===== src/rtl/gnn_seq_ctrl.sv =====
// ============================================================================
// gnn_seq_ctrl : sequencer for the 4-node GNN pipeline (load, stage go pulses,
//                per-stage timeout, completion). Option macro: GNN_PERF_CNT_EN
// Rev 1.0
// ============================================================================
`default_nettype none

module gnn_seq_ctrl #(
  parameter int TIMEOUT_CYC = 200,
  parameter int TMO_W       = 8,
  parameter int PERF_W      = 16
) (
  input  logic              clk,
  input  logic              rst,
  input  logic              start,
  input  logic              abort,
  input  logic              err_clr,
  input  logic              aggr1_rdy,
  input  logic              l1_rdy,
  input  logic              aggr2_rdy,
  input  logic              relu_rdy,
  input  logic              l2_rdy,
  output logic              load_en,
  output logic              aggr1_go,
  output logic              l1_go,
  output logic              aggr2_go,
  output logic              relu_go,
  output logic              l2_go,
  output logic              busy,
  output logic              done,
  output logic              err,
  output logic [2:0]        err_stage,
  output logic [PERF_W-1:0] cycle_cnt
);

  typedef enum logic [3:0] {
    S_IDLE  = 4'd0,
    S_LOAD  = 4'd1,
    S_AGGR1 = 4'd2,
    S_L1    = 4'd3,
    S_AGGR2 = 4'd4,
    S_RELU  = 4'd5,
    S_L2    = 4'd6,
    S_DONE  = 4'd7,
    S_ERR   = 4'd8
  } state_t;

  localparam logic [TMO_W-1:0] c_tmo = TMO_W'(TIMEOUT_CYC);
  localparam logic [TMO_W-1:0] c_one = TMO_W'(1);
  localparam logic [TMO_W-1:0] c_two = TMO_W'(2);

  state_t           r_state;
  state_t           w_next;
  state_t           w_succ;
  logic [TMO_W-1:0] r_cnt;
  logic [2:0]       r_err_stage;
  logic [2:0]       w_stage_id;
  logic             w_rdy;
  logic             w_timeout;
  logic             w_in_stage;
  logic             w_first;

  // Per-stage view: which rdy to watch, the stage's error code and successor.
  always_comb begin
    w_rdy      = 1'b0;
    w_stage_id = 3'd0;
    w_succ     = S_IDLE;
    case (r_state)
      S_AGGR1: begin w_rdy = aggr1_rdy; w_stage_id = 3'd1; w_succ = S_L1;    end
      S_L1:    begin w_rdy = l1_rdy;    w_stage_id = 3'd2; w_succ = S_AGGR2; end
      S_AGGR2: begin w_rdy = aggr2_rdy; w_stage_id = 3'd3; w_succ = S_RELU;  end
      S_RELU:  begin w_rdy = relu_rdy;  w_stage_id = 3'd4; w_succ = S_L2;    end
      S_L2:    begin w_rdy = l2_rdy;    w_stage_id = 3'd5; w_succ = S_DONE;  end
      default: ;
    endcase
  end

  assign w_in_stage = (w_stage_id != 3'd0);

  always_comb begin
    w_next    = r_state;
    w_timeout = 1'b0;
    if (abort) begin
      w_next = S_IDLE;
    end else begin
      case (r_state)
        S_IDLE: if (start) w_next = S_LOAD;
        S_LOAD: w_next = S_AGGR1;
        S_DONE: w_next = S_IDLE;
        S_ERR:  if (err_clr) w_next = S_IDLE;
        default: begin
          // rdy on the go cycle is a stale level from the previous run
          if (w_in_stage && (r_cnt >= c_two)) begin
            if (w_rdy) begin
              w_next = w_succ;
            end else if (r_cnt == c_tmo) begin
              w_next    = S_ERR;
              w_timeout = 1'b1;
            end
          end
        end
      endcase
    end
  end

  always_ff @(posedge clk) begin
    if (rst) begin
      r_state <= S_IDLE;
    end else begin
      r_state <= w_next;
    end
  end

  always_ff @(posedge clk) begin
    if (rst) begin
      r_cnt <= '0;
    end else if ((w_next != r_state) && (w_next >= S_AGGR1) && (w_next <= S_L2)) begin
      r_cnt <= c_one;
    end else if (w_in_stage) begin
      r_cnt <= r_cnt + c_one;
    end else begin
      r_cnt <= '0;
    end
  end

  always_ff @(posedge clk) begin
    if (rst) begin
      r_err_stage <= 3'd0;
    end else if (abort) begin
      r_err_stage <= 3'd0;
    end else if (w_timeout) begin
      r_err_stage <= w_stage_id;
    end else if ((r_state == S_ERR) && err_clr) begin
      r_err_stage <= 3'd0;
    end
  end

  assign w_first   = (r_cnt == c_one);
  assign load_en   = (r_state == S_LOAD);
  assign aggr1_go  = (r_state == S_AGGR1) && w_first;
  assign l1_go     = (r_state == S_L1)    && w_first;
  assign aggr2_go  = (r_state == S_AGGR2) && w_first;
  assign relu_go   = (r_state == S_RELU)  && w_first;
  assign l2_go     = (r_state == S_L2)    && w_first;
  assign busy      = (r_state >= S_LOAD) && (r_state <= S_L2);
  assign done      = (r_state == S_DONE);
  assign err       = (r_state == S_ERR);
  assign err_stage = r_err_stage;

`ifdef GNN_PERF_CNT_EN
  logic [PERF_W-1:0] r_perf;
  logic [PERF_W-1:0] r_cycle_cnt;
  logic [PERF_W-1:0] w_perf_inc;

  assign w_perf_inc = (&r_perf) ? r_perf : (r_perf + PERF_W'(1));

  // The LOAD cycle counts as 1; the DONE cycle is folded in on DONE entry.
  always_ff @(posedge clk) begin
    if (rst) begin
      r_perf      <= '0;
      r_cycle_cnt <= '0;
    end else begin
      if ((r_state == S_IDLE) && (w_next == S_LOAD)) begin
        r_perf <= PERF_W'(1);
      end else if (busy) begin
        r_perf <= w_perf_inc;
      end
      if ((r_state == S_L2) && (w_next == S_DONE)) begin
        r_cycle_cnt <= w_perf_inc;
      end
    end
  end

  assign cycle_cnt = r_cycle_cnt;
`else
  assign cycle_cnt = '0;
`endif

endmodule

`default_nettype wire


===== config.mk =====
export PLATFORM = sky130hd
export DESIGN_NAME = gnn_seq_ctrl
export DESIGN_NICKNAME = d
export VERILOG_FILES = /design/src/rtl/gnn_seq_ctrl.sv
export SDC_FILE = /design/constraint.sdc
export NUM_CORES = 1
export LEC_CHECK = 0
export CORE_MARGIN = 3
export CORE_UTILIZATION = 25
export DETAILED_ROUTE_END_ITERATION = 6
export PLACE_DENSITY = 0.45
export SYNTH_ARGS = -nofsm -noshare
export SYNTH_HDL_FRONTEND = slang
export SYNTH_SLANG_ARGS = --single-unit

===== constraint.sdc =====
create_clock -name clk -period 7 [get_ports clk]
set_input_delay 1.4 -clock clk [delete_from_list [all_inputs] [get_ports clk]]
set_output_delay 1.4 -clock clk [all_outputs]
set_load 0.01 [all_outputs]

Figure 1. M1 wires.
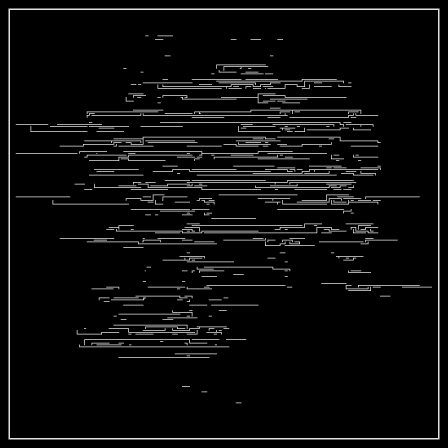
wire length on this layer = 1970 um
longest straight run = 33.8 um
share of all routed wire = 53%
met1 GRT Util: 17.4%
routed via count: 1284
WL final: 3740 um

Figure 2. M2 wires.
Bar = 20 um.
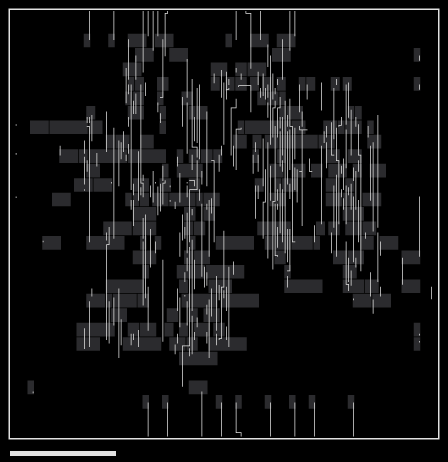
nets with wire on the layer = 171
wire length on this layer = 1590 um
share of all routed wire = 43%
main direction = vertical
longest straight run = 28.6 um
grt met2 use: 16.3%

Figure 3. Signal wires on met3.
Bar = 20 um.
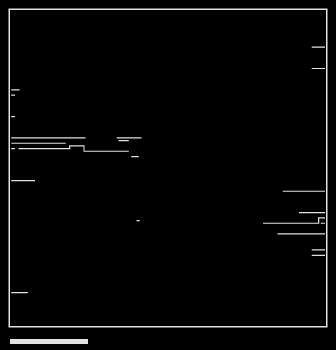
share of all routed wire = 3.9%
longest straight run = 18.6 um
nets with wire on the layer = 20
wire length on this layer = 144 um
main direction = horizontal

Figure 4. A small window of the routed layout.
Bar = 5 um. Window x 10 to 30, y 50 to 70 um. Cells in gray, sequential cells in the stronger gray; small squares are vias.
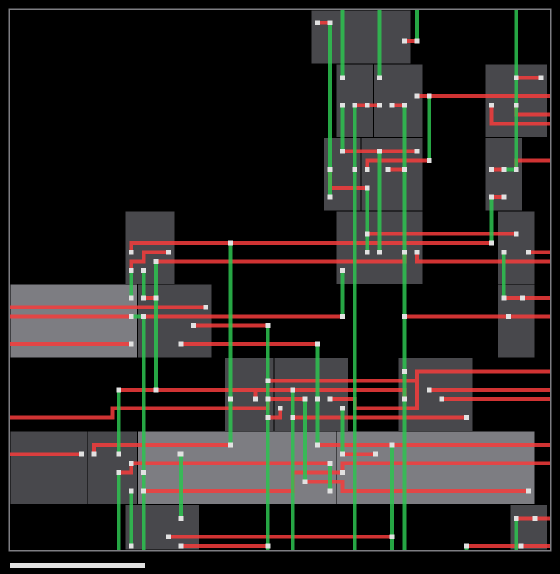
green -> met2
red -> met1
netlist names of flops here include = err_stage (3)
most frequent = nand3_1 (3), a211oi_1 (3), dfxtp_1 (3)
sequential cells in the window = 3
cells with their middle in the window = 22

==> changes_impl.md <==
## Flow update

- Status: finished, final reports clean
- Post-synth ARST share: 0%
- Final clock-cell share: 2.80%
- Worst slew margin: 51.2%
- Fin worst setup slack: 3.40 ns
- Seq power: 89.0 uW
- Critical R2R Launch: r_state[3]
- AO/OA Area Share: 20.4%
- Cells along the critical path: clkdlybuf4s50_1, nand3b_1, a211oi_1, nor4_1, a211o_1, or3_4, o211a_4, nor4b_2
- Critical Path Stages: 8
- Routed WL per cell: 14.2 um
- Clk sink count: 15
- Sequential power share: 47.4%
- Cell Area, Synth: 1390 um^2
- Placeable Area: 5240 um^2
- Crit path DAT: 3.77 ns
- First DRT Iteration DRCs: 71
- Worst Setup Path Type: input pin to register
- Seq cells: 15
- Mux area share: 0.721%
- Most common reg cell: dfxtp_1
- Worst Setup EP: r_cnt[1]
- Detailed Place HPWL: 2710 um
- Area Overhead vs Synth: 15.9%
- Max H-tree Level: 1
- Top power group: registers
- Final setup viols: 0
- Grt total ovfl: 0
- Sum Neg Setup Slack: 0 ns
- FP Core Util: 26.5%
- Final Skew: 0.00804 ns
- Final hold slack: 0.483 ns
- Highest clock rate: 278 MHz
- Final Critical Period: 3.60 ns
- Tap Cells: 70
- MI comb area: 951 um^2
- Critical path fanouts, max: 8
- Number of global-route vias before repair: 1147
- Power per cell area: 117 nW/um^2
- Routability cong.: 0.745
- Non-filler cells, final: 263
- Clk root buf: clkbuf_8
- Kind of start point of the critical path: input pin
- Inverter count: 4
- Gr usage total: 11.5%
- Fin. Hold Viols: 0
- Post-synthesis cell count from yosys: 180
- Area after DPL: 1560 um^2
- Post-Synth XOR/XNOR Area: 4.41%
- Inserted Clock Buffers: 3
- Number of nets in the layout: 208
- Syn Area/Cell: 7.72 um^2
- Hold Startpoint: err_stage[1]
- First-pass GRT wire length: 5870 um
- Cycle use final: 51.4%
- Synth flops: 15
- Class of the worst hold path: register to register
- I/O Buffers: 21
- Clock network power consumption: 72.2 uW
- Simple-Gate Area Share: 35.0%
- # IOs: 38
- Tool warning count: 29
- Antenna cells: 0
- Post-synth EDFFs: 0
- Insertion Delay late pin: 0.25 ns
- Adder share: 3.60%
- Die area: 6490 um^2
- Logic pwr share: 14.1%
- Family with the most delay on the worst path: AND-OR/OR-AND gates
- Share of cells above drive strength 1: 6.74%
- Vias per inst: 4.88
- Die Y-Extent: 80.5 um
- Total Power: 188 uW
- Flop-to-flop setup slack: 4.06 ns
- Buffers excl. clock: 21
- YS warnings: 0
- Max Cap Viol: 0
- Reg2reg path depth: 7
- Switch share: 27.0%
- Main logic family: simple AND/OR/NAND/NOR gates
- Setup crit start: aggr2_rdy
- Place WS: 3.14 ns
- Clock buf count: 4
- Antenna Nets Post-Route: 0
- Syn Inst Count: 180
- Clock edge transition at the registers on the reported setup and hold paths: 0.07 ns
- Post-Place Cells: 259
- Sequential share of cell area: 18.7%
- Flop area: 300 um^2
- Final Slew Violations: 0
- Worst hold stages: 2
- Post-layout util: 30.7%
- Initial antenna violation count: 0
- DRC Markers: 0
- DR pass1 iterations: 4
- Largest class: logic gates
- Cell area after layout: 1610 um^2
- Post-CTS setup buffer count: 0
- CTS tree: built
- Leakage power: 0.000519 uW
- P_sw: 50.6 uW
- Logic gate fraction of the total cell area: 59.1%
- Resize count post-CTS: 0
- Max stage delay on crit path: 0.47 ns
- Req. time, crit path: 7.17 ns
- Die Wd: 80.5 um
- Max Buffers Root-to-Sink: 2
- Least-Margin Pin Slew: 0.731 ns
- Filler instances: 578
- RSZ-0062 raised after global routing: no
- Worst vdd ir: 0.0000470 V
- Critical-path top delay cell: a211oi_1
- Rows: 26
- Pint: 137 uW
- YS chip area: 1390 um^2
- Final non-clock buffer share: 13.1%
- Clk pwr share: 38.5%
- Hold buffers post-CTS: 0
- Largest net degree at the start of global routing: 23
- Logic Gate Count: 149
- Synth cell types: 52
- Synth Seq Share: 21.6%
- RR Endpoint: r_cnt[1]
- Crit. End Element: register
- Combinational Power: 26.4 uW
- Hold Path Sink: err_stage[1]
- WP buf/inv: 1
==> cell usage in the layout (no fill, tap or decap), drive strengths merged, types with 2 or more instances in the layout <==
master	Yosys	final
and2	3	3
nand4	2	2
conb	1	16
o21ai	6	6
a211oi	5	5
nor4	7	7
clkbuf	6	4
nand3b	5	5
a211o	3	3
ha	4	4
and4	2	2
or3	4	4
o21a	3	3
and3	4	4
inv	4	4
xor2	5	5
nor4b	2	2
nor3	8	8
clkdlybuf4s50	0	21
nand2b	5	5
a21oi	7	7
a21o	3	3
nor2	17	17
nand2	8	8
xnor2	2	2
nand3	10	10
dfxtp	15	15
a31oi	2	2
==> registers in the layout (all words and copies together) (netlist names) <==
| register | count |
|---|---|
| err_stage | 3 |
| r_state | 4 |
| r_cnt | 8 |
==> synth_stat cells, drive strengths merged, types with 2 or more instances <==
cell | number | area share (%)
ha | 4 | 3.6
xnor2 | 2 | 1.3
nand4 | 2 | 0.90
nand3 | 10 | 3.6
and4 | 2 | 1.3
nor4b | 2 | 1.7
nand3b | 5 | 3.0
and3 | 4 | 1.8
dfxtp | 15 | 22
and2 | 3 | 1.4
a21oi | 7 | 2.8
nand2 | 8 | 2.2
o21ai | 6 | 2.2
nor3 | 8 | 2.9
a21o | 3 | 1.6
o21a | 3 | 1.6
a211oi | 5 | 2.7
or3 | 4 | 2.5
inv | 4 | 1.1
clkbuf | 6 | 1.6
a31oi | 2 | 0.90
nor4 | 7 | 4.1
a211o | 3 | 1.9
nor2 | 17 | 4.6
nand2b | 5 | 2.3
xor2 | 5 | 3.2
buf | 21 | 11
==> per-layer routing <==
metal	GRT usage [%]	up-vias	share of wire [%]
li1	-	653	-
met1	17.4	604	53
met2	16.3	23	43
met3	2.02	4	3.9
met4	3.04	0	0.83
met5	0	-	0
No activity file was given, so power comes from the tool's default toggle rates.
